Fig. 1: signal wires on met1
Scale bar: 50 um.
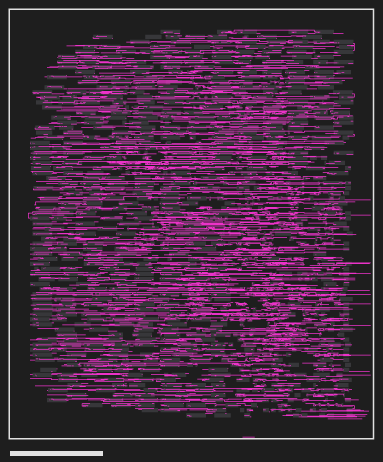
Fig. 2: layout detail
Scale bar: 5 um. Window x 137 to 157, y 163 to 183 um. Cells in grey, sequential cells in the stronger grey; small squares are vias.
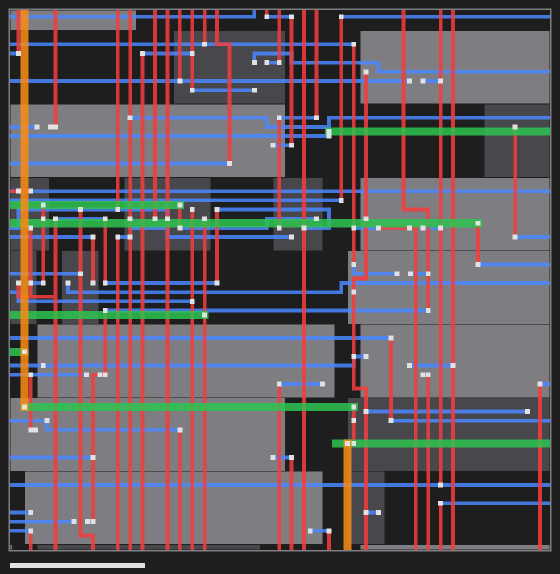
===== src/rtl/instruction_sequencer.sv =====
// Fetch/decode/broadcast front-end for the cellular array: owns the PC, the
// hardware return stack and the per-instruction execution strobe.
module instruction_sequencer #(
  parameter int unsigned RESET_PC = 0,
  parameter int unsigned PC_WIDTH = 12,
  parameter int unsigned SP_WIDTH = 5
) (
  input  logic                clk,
  input  logic                rst,
  input  logic                start,
  output logic [PC_WIDTH-1:0] imem_addr,
  input  logic [15:0]         imem_data,
  output logic [15:0]         instruction,
  output logic [PC_WIDTH-1:0] next_program_counter,
  output logic [SP_WIDTH-1:0] next_stack_pointer,
  output logic                execution_enable,
  input  logic                diverge_consensus,
  output logic                busy,
  output logic                halted,
  output logic                stack_error
);

  localparam int unsigned DEPTH = (1 << SP_WIDTH) - 1;
  localparam logic [SP_WIDTH-1:0] SP_FULL = '1;

  typedef enum logic [2:0] {IDLE, FETCH, LOAD, EXEC, HALT} state_t;

  state_t                state, state_next;
  logic [PC_WIDTH-1:0]   pc;
  logic [SP_WIDTH-1:0]   sp;
  logic [15:0]           instr_q;
  logic                  cons_flag;
  logic                  err_q;
  logic [PC_WIDTH-1:0]   stack [DEPTH];

  logic [3:0]            opcode;
  logic [PC_WIDTH-1:0]   target;
  logic [PC_WIDTH-1:0]   pc_inc;
  logic [SP_WIDTH-1:0]   sp_dec;
  logic                  is_halt, is_call, is_ret, fault;
  logic [PC_WIDTH-1:0]   npc;
  logic [SP_WIDTH-1:0]   nsp;
  logic                  exec_en;

  assign opcode  = instr_q[15:12];
  assign target  = PC_WIDTH'(instr_q[11:0]);
  assign pc_inc  = pc + 1'b1;
  assign sp_dec  = sp - 1'b1;
  assign is_halt = (instr_q == '0);
  assign is_call = (opcode == 4'hE);
  assign is_ret  = (opcode == 4'hF);
  assign fault   = (is_call && sp == SP_FULL) || (is_ret && sp == '0);
  assign exec_en = (state == EXEC) && !is_halt && !fault;

  // Next PC/SP come from registered state only; HALT and stack faults report
  // the current PC/SP since neither is advanced.
  always_comb begin
    npc = pc_inc;
    nsp = sp;
    if (is_halt || fault) begin
      npc = pc;
    end else begin
      case (opcode)
        4'hC: npc = target;
        4'hD: if (cons_flag) npc = target;
        4'hE: begin
          npc = target;
          nsp = sp + 1'b1;
        end
        4'hF: begin
          npc = stack[sp_dec];
          nsp = sp_dec;
        end
        default: ;
      endcase
    end
  end

  always_comb begin
    state_next = state;
    case (state)
      IDLE, HALT: if (start) state_next = FETCH;
      FETCH:      state_next = LOAD;
      LOAD:       state_next = EXEC;
      EXEC:       state_next = (is_halt || fault) ? HALT : FETCH;
      default:    state_next = IDLE;
    endcase
  end

  always_ff @(posedge clk) begin
    if (rst) begin
      state     <= IDLE;
      pc        <= '0;
      sp        <= '0;
      instr_q   <= '0;
      cons_flag <= 1'b0;
      err_q     <= 1'b0;
    end else begin
      state <= state_next;
      case (state)
        IDLE, HALT: begin
          if (start) begin
            pc        <= PC_WIDTH'(RESET_PC);
            sp        <= '0;
            cons_flag <= 1'b0;
            err_q     <= 1'b0;
          end
        end
        LOAD: instr_q <= imem_data;
        EXEC: begin
          cons_flag <= diverge_consensus;
          if (exec_en) begin
            pc <= npc;
            sp <= nsp;
          end
          if (fault) err_q <= 1'b1;
        end
        default: ;
      endcase
    end
  end

  // Stack contents are not reset; sp bounds every read that matters.
  always_ff @(posedge clk) begin
    if (exec_en && is_call) stack[sp] <= pc_inc;
  end

  assign imem_addr            = pc;
  assign instruction          = instr_q;
  assign next_program_counter = npc;
  assign next_stack_pointer   = nsp;
  assign execution_enable     = exec_en;
  assign busy                 = (state == FETCH) || (state == LOAD) || (state == EXEC);
  assign halted               = (state == HALT);
  assign stack_error          = err_q;

endmodule


===== config.mk =====
export PLATFORM = sky130hd
export DESIGN_NAME = instruction_sequencer
export DESIGN_NICKNAME = d
export VERILOG_FILES = /design/src/rtl/instruction_sequencer.sv
export SDC_FILE = /design/constraint.sdc
export NUM_CORES = 1
export LEC_CHECK = 0
export CAP_MARGIN = 30
export CELL_PAD_IN_SITES_DETAIL_PLACEMENT = 1
export CELL_PAD_IN_SITES_GLOBAL_PLACEMENT = 1
export CORE_ASPECT_RATIO = 1.2
export CORE_MARGIN = 10
export CORE_UTILIZATION = 46
export CTS_CLUSTER_DIAMETER = 150
export CTS_CLUSTER_SIZE = 10
export DETAILED_ROUTE_END_ITERATION = 7
export PLACE_DENSITY_LB_ADDON = 0.05
export SLEW_MARGIN = 20
export SYNTH_ARGS = -nofsm -noshare
export SYNTH_HDL_FRONTEND = slang
export SYNTH_SLANG_ARGS = --single-unit

===== constraint.sdc =====
create_clock -name clk -period 4.8 [get_ports clk]
set_input_delay 0.96 -clock clk [delete_from_list [all_inputs] [get_ports clk]]
set_output_delay 0.96 -clock clk [all_outputs]
set_load 0.05 [all_outputs]

==> metrics.yaml <==
synth-async-reset-ratio: 0
r2r-end: "stack[8][2]"
finalClockPeriodUsage: 0.976
drcViolationCount: 0
synth_area_mm2: 0.0170
synth.distinct_cells: 63
dp_slack_ns: 0.389
p_per_area_mw_per_mm2: 369
die_area_mm2: 0.0451
hold_path_class: "reg -> reg"
fin_util: 0.545
p_total_mw: 7.39
start_kind: "flop"
status: "completed"
clockBufferDepth: 3
cp-startpoint: "sp[0]"
edf_count: 372
initialDrtViolationCount: 865
yosys_area_mm2: 0.0170
cts_buffers: 46
clkLatencyLatePin_ns: 0.56
num_io_pins: 69
slew_headroom: 0.414
fin_ws_ns: 0.117
drt.antenna.violating_nets: 0
dp.cells: 1566
synth.avg_cell_area_um2: 16.9
cts_root_buf: "clkbuf_16"
cp_top_family: "multiplexers"
grt.overflow.total: 0
die_x_um: 196
seq_area_mm2: 0.0119
initCoreUtil: 0.464
fin_area_mm2: 0.0200
peakVddDrop_uv: 323
hold_depth: 1
r2r_slack_ns: 1.26
fillers: 3385
place_area_mm2: 0.0187
htreeDepth: 2
cts.clk_slew.worst_paths_ns: 0.06
grt_setup_unrepaired: "false"
drv_slew: 0
p_leak_nw: 6.20
postSynthSeqShare: 0.701
finalClockSkew_ns: 0.0288
crit_buf_inv: 3
logic_area_mm2: 0.00484
yosys-top-cells-area: "edfxtp_1, mux4_2, dfxtp_1, nand2_1, nor2_1"
synth_warnings: 0
grt_start_max_net_pins: 76
wirelength_mm: 47.6
clock.fmax_mhz: 214
cp_max_fo: 12
max-cap-violations: 0
slowest_delay_ns: 0.54
grt_pass1_wl_mm: 69.8
hpwl_mm: 30.9
diodes: 0
cts_tree: "yes"
die_h_um: 231
grt_pass1_vias: 10205
vias: 9884
end_kind: "primary output"
crit_type: "reg -> out"
syn_inst: 1007
finalNetCount: 1169
wl_per_cell_um: 29.1
tns_ns: 0
netlist.top_cell.by_area: "edfxtp_1"
ys_cells: 1007
Notes on Fig. 1 above:
The layer holds 43% of the routed length. The wires run mostly horizontal. The longest straight run is 77.3 um. The layer carries 20.7 mm of wire. 1106 nets have wire on it.

Notes on Fig. 2 above:
M4: marked orange. M1: marked blue. M2: marked red. M3: marked green.
Most frequent: edfxtp_1 (8), nand3_1 (3). Netlist names of flops here include stack (8). 16 logic cells have their middle in the window. Sequential cells in the window: 8.

report_power, final:
part | internal (mW) | switching, mW | leakage [nW] | total, mW
Sequential | 3.86 | 0.0345 | 3.62 | 3.90
Combinational | 0.137 | 0.304 | 1.98 | 0.441
Clock | 1.77 | 1.28 | 0.604 | 3.05
Total | 5.77 | 1.62 | 6.20 | 7.39
repair_timing:
item                       in CTS  in global routing
gates resized                   4                  5
setup endpoints to repair      12                  3
buffers inserted                1                  1
pin swaps                       1                  1
routing by layer:
layer  vias to the layer above  wire length, um  global-route usage  part of all wire
li1                       4282                -                   -                 -
met1                      5183            20700               0.287              0.43
met2                       331            22600               0.327              0.48
met3                        88             2760              0.0376             0.058
met4                         0             1530              0.0698             0.032
met5                         -                0                   0                 0
layout make-up:
cell class,count,share of cell area
clock buffers,64,0.0619
clock inverters,1,0.000438
inverters,16,0.00300
multi-input cells,522,0.242
flip-flops and latches,410,0.596
well taps,474,0.0296
repair buffers,146,0.0668
cells by family after synthesis:
group | count (synthesis) | share of synthesized area
AND-OR/OR-AND | 137 | 0.0578
XOR/XNOR | 17 | 0.00919
adder cells (fa/ha/maj) | 7 | 0.00515
buffers and inverters | 75 | 0.0210
flip-flops | 410 | 0.701
multiplexers | 127 | 0.142
AND/OR/NAND/NOR | 234 | 0.0635
state kept, by name, indices dropped and copies added, names as in the netlist:
signal / count
stack: 372
sp: 5
instruction: 16
state: 3
imem_addr: 12
cons_flag: 1
stack_error: 1
cell usage after synthesis (8+ instances only):
library cell and number:
a21oi_1 36, a22o_1 8, a22oi_1 11, and3_1 8
buf_2 12, clkbuf_1 34, dfxtp_1 38, edfxtp_1 372
inv_1 15, mux2_2 17, mux2i_1 20, mux4_2 90
nand2_1 81, nand3_1 30, nor2_1 63, nor3_1 9
o21ai_0 12, o221ai_1 10, xnor2_1 9
worst max-delay path by stage:
| stage | endpoint | slack [ns] | cells past startpoint |
|---|---|---|---|
| finish | next_program_counter[6] | 0.12 | 9 |
| global route | next_stack_pointer[2] | 0.0005 | 9 |
| CTS | next_program_counter[6] | 0.10 | 7 |
| detailed placement | next_program_counter[0] | 0.39 | 10 |
| global placement | next_program_counter[0] | 0.33 | 10 |
| floorplan | next_program_counter[11] | 0.007 | 14 |
worst register-to-register path: stages, from the launching register on:
cell,delay [ns]
dfxtp_1,0.32
buf_4,0.18
ha_1,0.23
and3_1,0.19
ha_1,0.17
nor2b_1,0.14
a31oi_1,0.43
o211a_1,0.45
nand3_1,0.54
nor2_1,0.34
buf_4,0.23
placed cells by master (no fill, tap or decap), drive strengths merged, types with 7 or more instances in the layout:
master         Yosys  routed
edfxtp           372     372
buf               24      91
mux4              90      90
nand2             82      82
clkbuf            35      64
nor2              63      63
clkdlybuf4s50      0      55
dfxtp             38      38
a21oi             36      36
nand3             30      30
mux2i             20      20
o21ai             18      18
mux2              17      17
inv               15      16
a22oi             11      11
o221ai            10      10
xnor2             10      10
nor3               9       9
a22o               8       8
and3               8       8
nor4               7       7
o211ai             7       7
xor2               7       7
ha                 7       7
No activity file was given, so power comes from the tool's default toggle rates.
